run_1/layer_met2.png
(6 px per um)
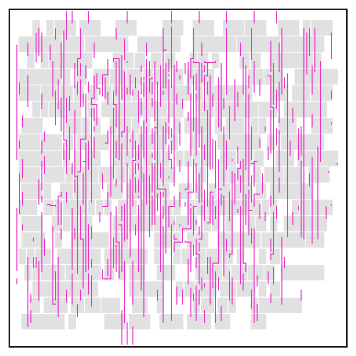
run_1/wires.png
(10 px per um) Two of the layers only.
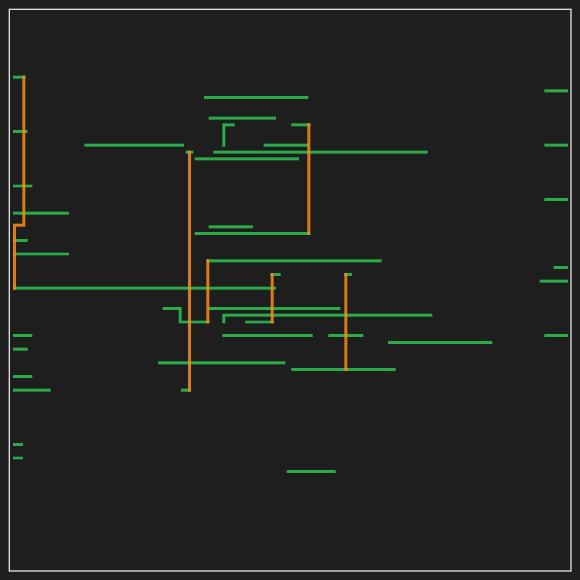
run_1/io_fan.png
(6 px per um)
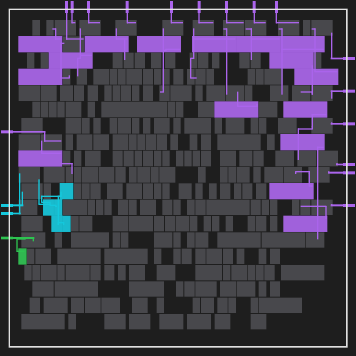
$ cat config.mk
export PLATFORM = sky130hd
export DESIGN_NAME = sel_decoder_seq_flat
export DESIGN_NICKNAME = d
export VERILOG_FILES = /design/src/rtl/sel_decoder_pkg.sv /design/src/rtl/sel_decoder_seq_if.sv /design/src/rtl/sel_decode_comb.sv /design/src/rtl/sel_decoder_seq.sv /design/src/flat_wrapper.sv
export SDC_FILE = /design/constraint.sdc
export NUM_CORES = 1
export LEC_CHECK = 0
export ABC_AREA = 1
export ABC_CLOCK_PERIOD_IN_PS = 2000
export CAP_MARGIN = 20
export CORE_UTILIZATION = 56
export CTS_BUF_LIST = sky130_fd_sc_hd__clkbuf_4 sky130_fd_sc_hd__clkbuf_8 sky130_fd_sc_hd__clkbuf_16
export DETAILED_ROUTE_END_ITERATION = 12
export GPL_ROUTABILITY_DRIVEN = 0
export PLACE_DENSITY_LB_ADDON = 0.05
export SLEW_MARGIN = 20
export SYNTH_ARGS = -nofsm -noshare
export SYNTH_HDL_FRONTEND = slang
export SYNTH_SLANG_ARGS = --single-unit
$ cat constraint.sdc
create_clock -name clk -period 2 [get_ports clk]
set_input_delay 0.6 -clock clk [delete_from_list [all_inputs] [get_ports clk]]
set_output_delay 0.6 -clock clk [all_outputs]
set_load 0.02 [all_outputs]
$ cat src/rtl/sel_decoder_pkg.sv
// Shared types for the registered select decoder.
package sel_decoder_pkg;

   typedef enum logic [1:0] {
      MODE_ONE_HOT = 2'b00,
      MODE_THERMO  = 2'b01,
      MODE_SCAN    = 2'b10,
      MODE_HOLD    = 2'b11
   } mode_t;

   typedef enum logic {
      S_IDLE = 1'b0,
      S_SCAN = 1'b1
   } scan_state_t;

endpackage

$ cat src/rtl/sel_decoder_seq_if.sv
// Handshake bundle between control unit (master) and select decoder (slave).
interface sel_decoder_seq_if #(
   parameter int unsigned IN_W  = 4,
   parameter int unsigned OUT_W = 16
);
   logic [IN_W-1:0]  d_in;
   logic [1:0]       mode;
   logic             in_valid;
   logic             in_ready;
   logic [OUT_W-1:0] d_out;
   logic             out_valid;
   logic             out_ready;
   logic             scan_busy;
   logic             scan_done;

   modport master (
      output d_in, mode, in_valid, out_ready,
      input  in_ready, d_out, out_valid, scan_busy, scan_done
   );

   modport slave (
      input  d_in, mode, in_valid, out_ready,
      output in_ready, d_out, out_valid, scan_busy, scan_done
   );
endinterface

$ cat src/rtl/sel_decode_comb.sv
// Combinational code -> select vector; any mode other than THERMO yields one-hot.
module sel_decode_comb
   import sel_decoder_pkg::*;
#(
   parameter int unsigned CODE_W   = 5,
   parameter int unsigned OUT_W    = 16,
   parameter bit          MASK_TOP = 1'b1
) (
   input  logic [CODE_W-1:0] code,
   input  mode_t             mode,
   output logic [OUT_W-1:0]  vec
);

   int unsigned code_u;

   // Build the vector, then blank it for out-of-range and masked top codes.
   always_comb begin
      vec    = '0;
      code_u = 32'(code);
      for (int unsigned i = 0; i < OUT_W; i++) begin
         if (mode == MODE_THERMO) vec[i] = (i <= code_u);
         else                     vec[i] = (i == code_u);
      end
      if (code_u >= OUT_W || (MASK_TOP && code_u == OUT_W - 1)) vec = '0;
   end

endmodule

$ cat src/rtl/sel_decoder_seq.sv
// Registered select decoder with one-hot, thermometer, hold and auto-scan modes.
module sel_decoder_seq
   import sel_decoder_pkg::*;
#(
   parameter int unsigned IN_W     = 4,
   parameter int unsigned OUT_W    = 16,
   parameter bit          MASK_TOP = 1'b1
) (
   input  logic             clk,
   input  logic             clr,
   sel_decoder_seq_if.slave bus
);

   localparam int unsigned CNT_W = IN_W + 1;
   localparam int unsigned LAST  = MASK_TOP ? OUT_W - 2 : OUT_W - 1;

   scan_state_t      state_q, state_d;
   logic [CNT_W-1:0] cnt_q, cnt_d;
   logic [OUT_W-1:0] d_out_q, d_out_d;
   logic             out_valid_q, out_valid_d;
   logic             done_q, done_d;
   logic [OUT_W-1:0] in_vec, cnt_vec;
   logic             ld, accept;
   mode_t            in_mode;

   assign in_mode      = mode_t'(bus.mode);
   assign ld           = !out_valid_q || bus.out_ready;
   assign bus.in_ready = ld && (state_q == S_IDLE);
   assign accept       = bus.in_valid && bus.in_ready;

   sel_decode_comb #(.CODE_W(CNT_W), .OUT_W(OUT_W), .MASK_TOP(MASK_TOP)) u_in_dec (
      .code ({1'b0, bus.d_in}),
      .mode (in_mode),
      .vec  (in_vec)
   );

   sel_decode_comb #(.CODE_W(CNT_W), .OUT_W(OUT_W), .MASK_TOP(MASK_TOP)) u_cnt_dec (
      .code (cnt_q),
      .mode (MODE_ONE_HOT),
      .vec  (cnt_vec)
   );

   // Next-state: scan beats take priority, otherwise load an accepted code.
   always_comb begin
      state_d     = state_q;
      cnt_d       = cnt_q;
      d_out_d     = d_out_q;
      out_valid_d = out_valid_q;
      done_d      = 1'b0;
      if (ld) begin
         if (state_q == S_SCAN) begin
            d_out_d     = cnt_vec;
            out_valid_d = 1'b1;
            cnt_d       = cnt_q + 1'b1;
            if (32'(cnt_q) == LAST) begin
               state_d = S_IDLE;
               done_d  = 1'b1;
            end
         end else if (accept) begin
            out_valid_d = 1'b1;
            case (in_mode)
               MODE_HOLD: ;
               MODE_SCAN: begin
                  // Start code past LAST already decodes to zero: one done beat.
                  d_out_d = in_vec;
                  if (32'(bus.d_in) <= LAST) cnt_d = {1'b0, bus.d_in} + 1'b1;
                  if (32'(bus.d_in) < LAST) state_d = S_SCAN;
                  else                      done_d  = 1'b1;
               end
               default: d_out_d = in_vec;
            endcase
         end else begin
            out_valid_d = 1'b0;
         end
      end
   end

   // State register with synchronous clear.
   always_ff @(posedge clk) begin
      if (clr) begin
         state_q     <= S_IDLE;
         cnt_q       <= '0;
         d_out_q     <= '0;
         out_valid_q <= 1'b0;
         done_q      <= 1'b0;
      end else begin
         state_q     <= state_d;
         cnt_q       <= cnt_d;
         d_out_q     <= d_out_d;
         out_valid_q <= out_valid_d;
         done_q      <= done_d;
      end
   end

   assign bus.d_out     = d_out_q;
   assign bus.out_valid = out_valid_q;
   assign bus.scan_busy = (state_q == S_SCAN);
   assign bus.scan_done = done_q;

endmodule

$ cat src/flat_wrapper.sv
// flat-port wrapper written by rule: the top's interface ports become plain ports
module sel_decoder_seq_flat import sel_decoder_pkg::*;
#(
   parameter int unsigned IN_W     = 4,
   parameter int unsigned OUT_W    = 16,
   parameter bit          MASK_TOP = 1'b1
)
  (clk, clr, bus_d_in, bus_mode, bus_in_valid, bus_out_ready, bus_in_ready, bus_d_out, bus_out_valid, bus_scan_busy, bus_scan_done);
  sel_decoder_seq_if #(.IN_W(IN_W), .OUT_W(OUT_W)) bus_i ();
  input  logic clk;
  input  logic clr;
  input wire logic [$bits(bus_i.d_in)-1:0] bus_d_in;
  input wire logic [$bits(bus_i.mode)-1:0] bus_mode;
  input wire logic [$bits(bus_i.in_valid)-1:0] bus_in_valid;
  input wire logic [$bits(bus_i.out_ready)-1:0] bus_out_ready;
  output wire logic [$bits(bus_i.in_ready)-1:0] bus_in_ready;
  output wire logic [$bits(bus_i.d_out)-1:0] bus_d_out;
  output wire logic [$bits(bus_i.out_valid)-1:0] bus_out_valid;
  output wire logic [$bits(bus_i.scan_busy)-1:0] bus_scan_busy;
  output wire logic [$bits(bus_i.scan_done)-1:0] bus_scan_done;
  assign bus_i.d_in = bus_d_in;
  assign bus_i.mode = bus_mode;
  assign bus_i.in_valid = bus_in_valid;
  assign bus_i.out_ready = bus_out_ready;
  assign bus_in_ready = bus_i.in_ready;
  assign bus_d_out = bus_i.d_out;
  assign bus_out_valid = bus_i.out_valid;
  assign bus_scan_busy = bus_i.scan_busy;
  assign bus_scan_done = bus_i.scan_done;
  sel_decoder_seq #(.IN_W(IN_W), .OUT_W(OUT_W), .MASK_TOP(MASK_TOP)) u_core (.clk(clk), .clr(clr), .bus(bus_i));
endmodule
==> reports/metrics.yaml, run 1 <==
top_layer_used: "met4"
power_clock_mw: 0.363
crit_path_start: "u_core.bus.out_valid$_SDFFE_PP0N_"
pwr-share-comb: 0.314
critical_path_depth: 1
htree_levels: 1
maxSlewHeadroom: 0.754
setup_tns_ps: 0
clock.fmax_ghz: 0.519
antenna_found_initial: 0
min_to: "u_core.bus.d_out[15]$_SDFFE_PP0P_"
gr-total-overflow: 0
ys.flop_type: "dfxtp_1"
pwr_density_cell_mw_per_mm2: 619
status: "finished, final reports clean"
syn_avg_cell_area_um2: 6.89
cp-end-kind: "primary output"
grt_use_met3: 0.0512
min_path_type: "reg2reg"
finClkSkew_ps: 11.1
slowest_stage: "clkdlybuf4s50_1"
synth.area.mux_share: 0
p_leak_nw: 0.949
max_stage_delay_ps: 610
edf_count: 0
worstReg2RegStart: "u_core.bus.scan_busy$_SDFFE_PP0N_"
clockNetworkAreaShare: 0.0246
logic_area_um2: 960
path_clk_slew_ps: 150
seq_area_frac_synth: 0.294
reg2reg_depth: 9
synth_cell_type_count: 31
synth_xor_xnor_area_share: 0.00536
numSynthFlops: 24
drt_iter0_markers: 89
fill_cells: 227
die_x_um: 56.0
drc: 0
hold_start: "u_core.bus.d_out[15]$_SDFFE_PP0P_"
fp_nets: 248
clkbuf_count: 3
power.group.top: "registers"
rsz0062_at_grt: "false"
cts_sinks: 24
hold_buffers: 0
top_logic_kind: "simple AND/OR/NAND/NOR gates"
flops: 24
ys_cells: 237
About layer_met2.png:
wire length on this layer: 1,950 um
longest straight run: 35.0 um
nets with wire on the layer: 255
main direction: vertical
share of all routed wire: 49%

About wires.png:
[metal 4] orange | wire length: 77.1 um
[metal 3] green | wire length: 255 um

About io_fan.png:
[bus_mode] cyan | bits: 2 | direction: input | end cells: 5 | buffers: 2 | wire: 32.4 um
[bus_d_out] purple | bits: 16 | direction: output | end cells: 16 | buffers: 16 | wire: 238 um
[bus_in_ready] green | bits: 1 | direction: output | end cells: 1 | buffers: 1 | wire: 8.50 um

run_1/detail.png
Region (32, 32) to (52, 52) um. Cells in grey, sequential cells in the stronger grey; small squares are vias.
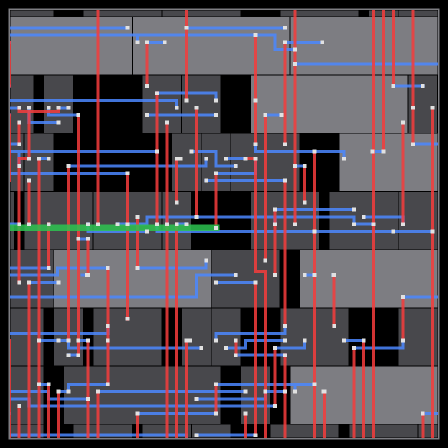

--- run 2 (diff from run 1) ---
Settings changed: CORE_ASPECT_RATIO set to 2, SKIP_CTS_REPAIR_TIMING set to 1.
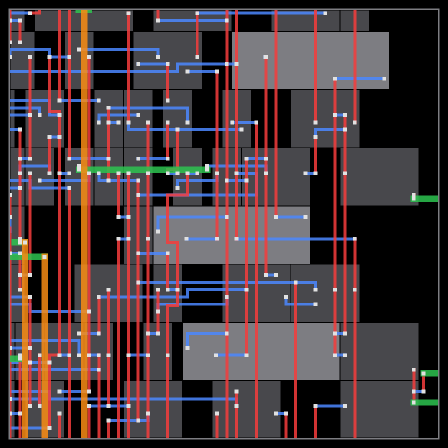
run_2/detail.png
Region (20, 49) to (40, 69) um. Cells in grey, sequential cells in the stronger grey; small squares are vias.
[metal 4] orange
[metal 2] red
[metal 3] green
[metal 1] blue
cells with their middle in the window: 36
sequential cells in the window: 3
netlist names of flops here include: u_core.bus.d_out (3)
most frequent: nor2_1 (12), nand2_1 (6), a21oi_2 (4)

==> reports/metrics.yaml, run 2 <==
status: "finished, final reports clean"  # unchanged
synth_cells: 237  # unchanged
setup_tns_ps: 0  # unchanged
fp_nets: 248  # unchanged
gr-total-overflow: 0  # unchanged
finClkSkew_ps: 4.13  # was 11.1 ps
logic_area_um2: 962  # was 960 um2
rsz0062_at_grt: "false"  # unchanged
numSynthFlops: 24  # unchanged
clock.fmax_ghz: 0.533  # was 0.519 GHz
clkbuf_count: 4  # was 3
worstReg2RegStart: "u_core.bus.scan_busy$_SDFFE_PP0N_"  # unchanged
power_clock_mw: 0.340  # was 0.363 mW
ys.flop_type: "dfxtp_1"  # unchanged
drt_iter0_markers: 60  # was 89
antenna_found_initial: 0  # unchanged
flops: 24  # unchanged
p_leak_nw: 0.968  # was 0.949 nW
pwr_density_cell_mw_per_mm2: 605  # was 619 mW/mm2
synth.area.mux_share: 0  # unchanged
die_x_um: 40.2  # was 56.0 um
power.group.top: "registers"  # unchanged
critical_path_depth: 1  # unchanged
min_to: "u_core.bus.d_out[15]$_SDFFE_PP0P_"  # unchanged
pwr-share-comb: 0.325  # was 0.314
top_logic_kind: "simple AND/OR/NAND/NOR gates"  # unchanged
grt_use_met3: 0.0395  # was 0.0512
clockNetworkAreaShare: 0.0255  # was 0.0246
crit_path_start: "u_core.bus.scan_busy$_SDFFE_PP0N_"  # was u_core.bus.out_valid$_SDFFE_PP0N_
top_layer_used: "met4"  # unchanged
min_path_type: "reg2reg"  # unchanged
syn_avg_cell_area_um2: 6.89  # unchanged
synth_cell_type_count: 31  # unchanged
pg_comb_mw: 0.424  # was 0.416 mW
cts_sinks: 24  # unchanged
max_stage_delay_ps: 620  # was 610 ps
slowest_stage: "clkdlybuf4s50_1"  # unchanged
path_clk_slew_ps: 90  # was 150 ps
synth_xor_xnor_area_share: 0.00536  # unchanged
drc: 0  # unchanged
rows: 27  # was 19
grt_max_degree: 20  # unchanged
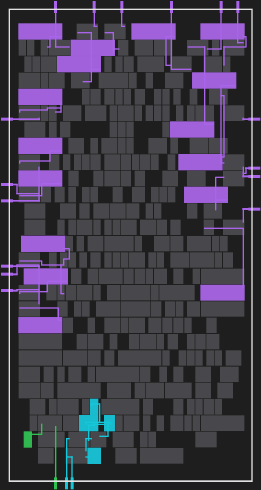
run_2/io_fan.png
(6 px per um)
[bus_in_ready] green | bits: 1 | direction: output | end cells: 1 | buffers: 1 | wire: 12.4 um
[bus_mode] cyan | bits: 2 | direction: input | end cells: 5 | buffers: 3 | wire: 34.0 um
[bus_d_out] purple | bits: 16 | direction: output | end cells: 16 | buffers: 16 | wire: 265 um

--- run 3 (diff from run 2) ---
Settings changed: TNS_END_PERCENT set to 1.
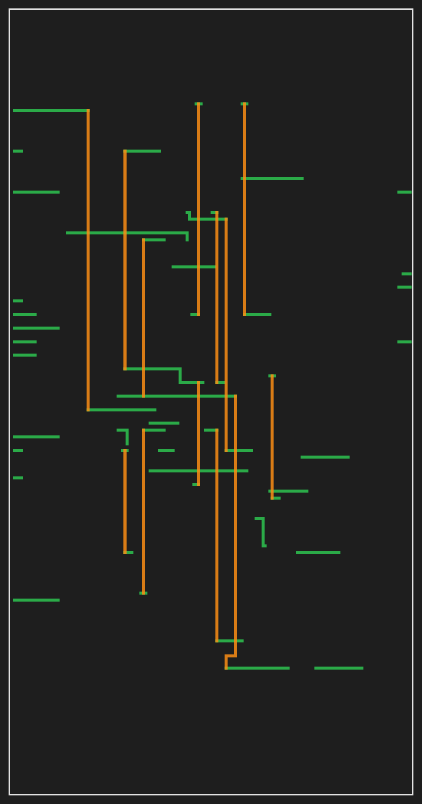
run_3/wires.png
(10 px per um) Two of the layers only.
wire per inst: 13.6 um
routed vias: 1,781
gr usage total: 0.319
Routed WL: 4360 um

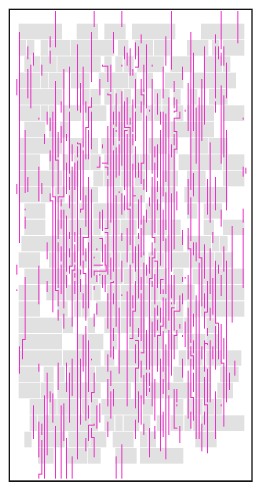
run_3/layer_met2.png
(6 px per um)
GR Util met2: 0.537

==> reports/metrics.yaml, run 3 <==
status: "finished, final reports clean"  # unchanged
edf_count: 0  # unchanged
clkbuf_count: 4  # unchanged
synth_cells: 237  # unchanged
gr-total-overflow: 0  # unchanged
crit_path_start: "u_core.bus.scan_busy$_SDFFE_PP0N_"  # unchanged
pwr-share-comb: 0.325  # about the same
numSynthFlops: 24  # unchanged
ys.flop_type: "dfxtp_1"  # unchanged
synth_xor_xnor_area_share: 0.00536  # unchanged
max_stage_delay_ps: 620  # about the same
totalPowerFinal_mw: 1.31  # unchanged
pg_comb_mw: 0.424  # about the same
top_layer_used: "met4"  # unchanged
ys_cells: 237  # unchanged
grt_max_degree: 20  # unchanged
clockNetworkAreaShare: 0.0255  # unchanged
drc: 0  # unchanged
maxSlewHeadroom: 0.753  # unchanged
layout_top_cells: "nand2_1 (46), nor2_1 (34), buf_4 (28)"  # unchanged
fill_cells: 219  # unchanged
reg2reg_depth: 9  # unchanged
flops: 24  # unchanged
slowest_stage: "clkdlybuf4s50_1"  # unchanged
port_buffers: 29  # unchanged
setup_tns_ps: 0  # unchanged
die_x_um: 40.2  # unchanged
path_clk_slew_ps: 90  # about the same
antenna_found_initial: 0  # unchanged
cts_sinks: 24  # unchanged
ys_area_mm2: 0.00163  # unchanged
critical_path_depth: 1  # unchanged
rsz0062_at_grt: "false"  # unchanged
worstReg2RegStart: "u_core.bus.scan_busy$_SDFFE_PP0N_"  # unchanged
logic_area_um2: 962  # unchanged
fp_nets: 248  # unchanged
syn_avg_cell_area_um2: 6.89  # unchanged
min_path_type: "reg2reg"  # unchanged
rows: 27  # unchanged
drt_iter0_markers: 60  # unchanged
p_leak_nw: 0.968  # unchanged
power.group.top: "registers"  # unchanged
synth_cell_type_count: 31  # unchanged
cp-end-kind: "primary output"  # unchanged
grt_use_met3: 0.0395  # unchanged
pwr_density_cell_mw_per_mm2: 605  # unchanged
synth.area.mux_share: 0  # unchanged
htree_levels: 1  # unchanged
No activity file was given, so power comes from the tool's default toggle rates.
